[src/rtl/arb_pkg.sv]
// Shared definitions for the N-master bus arbiter: FSM encoding, owner encoding, size limit.
package arb_pkg;

   localparam int ARB_MAX_MASTERS = 8;
   localparam int BUS_GRANT_NONE  = 0;

   typedef enum logic [1:0] {
      IDLE    = 2'd0,
      GRANT   = 2'd1,
      RELEASE = 2'd2
   } arb_state_e;

   // bus_grant reserves 0 for "no owner", so master i is reported as i+1
   function automatic int encode_owner(input int idx);
      return idx + 1;
   endfunction

endpackage

[src/rtl/arb_rr_picker.sv]
// Combinational rotating-priority picker: first set request at or above ptr_i, wrapping.
module arb_rr_picker #(
   parameter int N     = 4,
   parameter int IDX_W = 2
) (
   input  logic [N-1:0]     req_i,
   input  logic [IDX_W-1:0] ptr_i,
   output logic [N-1:0]     winner_o,
   output logic [IDX_W-1:0] idx_o
);

   always_comb begin
      int best_k;
      int best_d;
      int d;
      best_k   = 0;
      best_d   = N;
      winner_o = '0;
      // distance from the pointer in wrap-around order; the smallest distance wins
      for (int k = 0; k < N; k++) begin
         d = (k >= int'(ptr_i)) ? (k - int'(ptr_i)) : (k + N - int'(ptr_i));
         if (req_i[k] && (d < best_d)) begin
            best_k = k;
            best_d = d;
         end
      end
      idx_o = IDX_W'(best_k);
      for (int k = 0; k < N; k++) begin
         winner_o[k] = (|req_i) && (best_k == k);
      end
   end

endmodule

[src/rtl/bus_arbiter_n.sv]
// N-master bus arbiter with grant hold, one-cycle release turnaround and slave-select forwarding.
// Optional forced release after MAX_HOLD grant cycles when ARB_TIMEOUT_EN is defined.
module bus_arbiter_n
   import arb_pkg::*;
#(
   parameter int NUM_MASTERS = 4,
   parameter int SLAVE_SEL_W = 2,
   parameter int RR_MODE     = 0,
   parameter int MAX_HOLD    = 16
) (
   input  logic                                 clk,
   input  logic                                 rst,
   input  logic [NUM_MASTERS-1:0]               req,
   input  logic [NUM_MASTERS*SLAVE_SEL_W-1:0]   slave_sel_in,
   output logic [NUM_MASTERS-1:0]               grant,
   output logic                                 arbiter_busy,
   output logic [$clog2(NUM_MASTERS+1)-1:0]     bus_grant,
   output logic [SLAVE_SEL_W-1:0]               slave_sel,
   output logic                                 timeout_pulse
);

   localparam int IDX_W = $clog2(NUM_MASTERS);
   localparam int BG_W  = $clog2(NUM_MASTERS+1);

   if (NUM_MASTERS < 2 || NUM_MASTERS > ARB_MAX_MASTERS || MAX_HOLD < 2) begin : g_bad_cfg
      $error("bus_arbiter_n: unsupported NUM_MASTERS/MAX_HOLD");
   end

   arb_state_e               state_q, state_d;
   logic [NUM_MASTERS-1:0]   grant_q, grant_d;
   logic                     busy_q, busy_d;
   logic [BG_W-1:0]          bus_grant_q, bus_grant_d;
   logic [SLAVE_SEL_W-1:0]   slave_sel_q, slave_sel_d;
   logic [IDX_W-1:0]         rr_ptr_q, rr_ptr_d;

   logic [NUM_MASTERS-1:0]   win_oh;
   logic [IDX_W-1:0]         win_idx;
   logic [IDX_W-1:0]         pick_ptr;
   logic [SLAVE_SEL_W-1:0]   win_sel;
   logic                     owner_req;

`ifdef ARB_TIMEOUT_EN
   localparam int HOLD_W = $clog2(MAX_HOLD);
   logic [HOLD_W-1:0]        hold_q, hold_d;
   logic                     timeout_q, timeout_d;
`endif

   assign pick_ptr  = (RR_MODE != 0) ? rr_ptr_q : '0;
   // grant_q is one-hot, so this is the current owner's request bit
   assign owner_req = |(req & grant_q);

   arb_rr_picker #(
      .N     (NUM_MASTERS),
      .IDX_W (IDX_W)
   ) u_picker (
      .req_i    (req),
      .ptr_i    (pick_ptr),
      .winner_o (win_oh),
      .idx_o    (win_idx)
   );

   always_comb begin
      win_sel = '0;
      for (int k = 0; k < NUM_MASTERS; k++) begin
         if (win_oh[k]) win_sel = slave_sel_in[k*SLAVE_SEL_W +: SLAVE_SEL_W];
      end
   end

   always_comb begin
      state_d     = state_q;
      grant_d     = grant_q;
      busy_d      = busy_q;
      bus_grant_d = bus_grant_q;
      slave_sel_d = slave_sel_q;
      rr_ptr_d    = rr_ptr_q;
`ifdef ARB_TIMEOUT_EN
      hold_d      = hold_q;
      timeout_d   = 1'b0;
`endif
      case (state_q)
         IDLE: begin
            if (|req) begin
               state_d     = GRANT;
               grant_d     = win_oh;
               busy_d      = 1'b1;
               bus_grant_d = BG_W'(encode_owner(int'(win_idx)));
               slave_sel_d = win_sel;
               rr_ptr_d    = (win_idx == IDX_W'(NUM_MASTERS-1)) ? '0 : win_idx + 1'b1;
`ifdef ARB_TIMEOUT_EN
               hold_d      = '0;
`endif
            end
         end
         GRANT: begin
            if (!owner_req) begin
               state_d     = RELEASE;
               grant_d     = '0;
               busy_d      = 1'b0;
               bus_grant_d = BG_W'(BUS_GRANT_NONE);
               slave_sel_d = '0;
            end
`ifdef ARB_TIMEOUT_EN
            else if (hold_q == HOLD_W'(MAX_HOLD-1)) begin
               state_d     = RELEASE;
               grant_d     = '0;
               busy_d      = 1'b0;
               bus_grant_d = BG_W'(BUS_GRANT_NONE);
               slave_sel_d = '0;
               timeout_d   = 1'b1;
            end else begin
               hold_d      = hold_q + 1'b1;
            end
`endif
         end
         RELEASE: begin
            state_d = IDLE;
         end
         default: begin
            state_d     = IDLE;
            grant_d     = '0;
            busy_d      = 1'b0;
            bus_grant_d = BG_W'(BUS_GRANT_NONE);
            slave_sel_d = '0;
         end
      endcase
   end

   always_ff @(posedge clk) begin
      if (rst) begin
         state_q     <= IDLE;
         grant_q     <= '0;
         busy_q      <= 1'b0;
         bus_grant_q <= '0;
         slave_sel_q <= '0;
         rr_ptr_q    <= '0;
`ifdef ARB_TIMEOUT_EN
         hold_q      <= '0;
         timeout_q   <= 1'b0;
`endif
      end else begin
         state_q     <= state_d;
         grant_q     <= grant_d;
         busy_q      <= busy_d;
         bus_grant_q <= bus_grant_d;
         slave_sel_q <= slave_sel_d;
         rr_ptr_q    <= rr_ptr_d;
`ifdef ARB_TIMEOUT_EN
         hold_q      <= hold_d;
         timeout_q   <= timeout_d;
`endif
      end
   end

   assign grant        = grant_q;
   assign arbiter_busy = busy_q;
   assign bus_grant    = bus_grant_q;
   assign slave_sel    = slave_sel_q;
`ifdef ARB_TIMEOUT_EN
   assign timeout_pulse = timeout_q;
`else
   assign timeout_pulse = 1'b0;
`endif

endmodule

[config.mk]
export PLATFORM = sky130hd
export DESIGN_NAME = bus_arbiter_n
export DESIGN_NICKNAME = d
export VERILOG_FILES = /design/src/rtl/arb_pkg.sv /design/src/rtl/arb_rr_picker.sv /design/src/rtl/bus_arbiter_n.sv
export SDC_FILE = /design/constraint.sdc
export NUM_CORES = 1
export LEC_CHECK = 0
export CAP_MARGIN = 20
export CORE_MARGIN = 1
export CORE_UTILIZATION = 43
export CTS_BUF_LIST = sky130_fd_sc_hd__clkbuf_8 sky130_fd_sc_hd__clkbuf_16
export CTS_CLUSTER_DIAMETER = 60
export DETAILED_ROUTE_END_ITERATION = 12
export PLACE_DENSITY = 0.84
export SLEW_MARGIN = 10
export SYNTH_ARGS = -nofsm -noshare
export SYNTH_HDL_FRONTEND = slang
export SYNTH_SLANG_ARGS = --single-unit
[constraint.sdc]
create_clock -name clk -period 2.8 [get_ports clk]
set_input_delay 0.42 -clock clk [delete_from_list [all_inputs] [get_ports clk]]
set_output_delay 0.42 -clock clk [all_outputs]
set_load 0.02 [all_outputs]
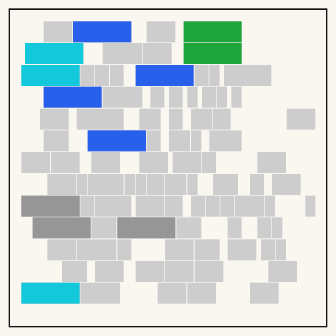
(sequential cells grouped by signal name)
Other sequential cells in the stronger grey, the rest of the logic in the fainter grey.
legend:
  grant:
    colour: blue
    placed_flops: 4
  bus_grant:
    colour: cyan
    placed_flops: 3
  state_q:
    colour: green
    placed_flops: 2
not coloured: 3
flop share of the area: 27.0%
P_seq: 0.194 mW
fin util: 68.3%
FF/Latch Area: 240 µm²

==> impl_metrics.env <==
# flow metrics
export IMPL_run_status="complete, no violations"
export IMPL_power_frac_seq_pct=39.7
export IMPL_io_pins=25
export IMPL_fin_crit_sh_pct=73.3
export IMPL_placed_cell_area_um2=833
export IMPL_routedWlPerCell_um=13.8
export IMPL_final_cells=107
export IMPL_clk_path_buf_depth=2
export IMPL_ys_async_sr_fraction_pct=0
export IMPL_wl_met2_um=709
export IMPL_cts_tree="built"
export IMPL_logic_area_um2=325
export IMPL_htree_levels=1
export IMPL_worst_pin_slew_ns=0.513
export IMPL_cts_setup_buffers=0
export IMPL_grt_pass1_wl_um=2320
export IMPL_die_area_um2=1560
export IMPL_synth_area_top_cells="dfxtp_1 40%, a21oi_1 7.5%, a22o_2 5.0%"
export IMPL_wl_met1_um=716
export IMPL_final_setup_tns_ns=0
export IMPL_port_buffers=23
export IMPL_rsz0062_at_grt="false"
export IMPL_ctsHoldBuffers=0
export IMPL_area_growth_pct=47.3
export IMPL_grt_max_degree=10
export IMPL_ys_types=25
export IMPL_yosys_stat_cells=67
export IMPL_drive_gt1_share_pct=14.1
export IMPL_power_total_mw=0.490
export IMPL_maxCapViolCount=0
export IMPL_clk_pin_slew_ns=0.05
export IMPL_finalHoldViolations=0
export IMPL_drtIter0Drc=5
export IMPL_slew_violations=0
export IMPL_ys_ff=12
export IMPL_core_um2=1300
export IMPL_cellLeakagePower_nw=0.348
export IMPL_peakVddDrop_mv=0.413
export IMPL_fin_nets=109
export IMPL_yosysWarnings=0
export IMPL_critPathCaptureType="register"
export IMPL_ff_type="dfxtp_1"
export IMPL_fin_area_um2=888
export IMPL_die_w_um=39.5
export IMPL_required_ns=2.93
export IMPL_top_cell="dfxtp_1"
export IMPL_crit_type="input port to register"
export IMPL_tool_warnings=27
export IMPL_preCtsSetupSlack_ns=0.506
export IMPL_clockPowerShare_pct=37.9
export IMPL_first_pass_iters=2
export IMPL_netlist_area_leader_share_pct=39.8
export IMPL_ant_nets=0
export IMPL_clock_fmax_ghz=0.487
export IMPL_whs_ns=0.463
export IMPL_via_per_inst=5.36
export IMPL_cp_startpoint="req[3]"
export IMPL_crit_fanout=8
export IMPL_fillers=112
export IMPL_antenna_found_initial=0
export IMPL_finalClockSkew_ns=0.00169
export IMPL_p_sw_share_pct=25.5
export IMPL_syn_area_per_cell_um2=9.00
export IMPL_slew_limit_headroom_pct=65.5
export IMPL_grt_pass1_vias=524
export IMPL_gr_usage_all_layers_pct=22.3
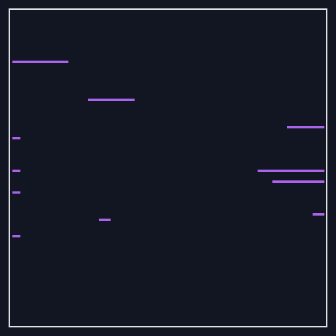
(metal 3)
share of all routed wire: 2.4%
longest straight run: 8.00 µm
nets with wire on the layer: 10
main direction: horizontal
met3 usage in global routing: 3.41%
Routed Wire Length: 1480 µm
Vias: 573

critical path, cell delays in order:
cell and delay (ns):
clkdlybuf4s50_1 0.54, nor2b_1 0.19, o21bai_1 0.23, inv_1 0.08, ha_1 0.25, a21oi_1 0.12, o21ai_0 0.09, a32oi_1 0.18
o2bb2ai_1 0.08
layer usage:
layer / GRT usage [%] / up-vias
met4: 7.76 / 0
met1: 30.6 / 266
met5: 0 / -
li1: - / 293
met2: 34.8 / 12
met3: 3.41 / 2
logic make-up (layout without fill, tap and decap cells):
logic type / Yosys count / after routing / synth area share, %
buf+inv: 7 / 32 / 6.22
other cells: 1 / 1 / 0.622
simple gates: 16 / 16 / 13.9
flops: 12 / 12 / 39.8
fa+ha+maj: 2 / 2 / 4.15
compound gates: 29 / 29 / 35.3
path summary, 6_finish.rpt:
path | end | slack [ns] | cells after the start
setup / recovery | slave_sel[0] | 0.75 | 9
setup reg to reg | grant[2] | 1.43 | 3
hold / removal | bus_grant[1] | 0.46 | 1
hold reg to reg | bus_grant[1] | 0.46 | 1
area by class of cell:
class                           count  share of cell area [%]
Clock buffer                        4                    6.20
Inverter                            5                    2.11
Multi-Input combinational cell     48                    36.6
Sequential cell                    12                    27.0
Tap cell                           15                    2.11
Timing Repair Buffer               23                    25.9
sequential cells by signal, summed over array words and instances, names as in the netlist:
| name | flops |
|---|---|
| arbiter_busy | 1 |
| slave_sel | 2 |
| state_q | 2 |
| grant | 4 |
| bus_grant | 3 |
power by group through the flow:
stage / combinational [mW] / sequential [mW] / clock, mW
5_1_grt: 0.118 / 0.196 / 0.196
4_1_cts: 0.110 / 0.194 / 0.188
3_3_place_gp: 0.108 / 0.197 / 0
2_1_floorplan: 0.0469 / 0.209 / 0
6_report: 0.110 / 0.194 / 0.185
3_5_place_dp: 0.109 / 0.198 / 0
Power and IR drop assume default switching activity.
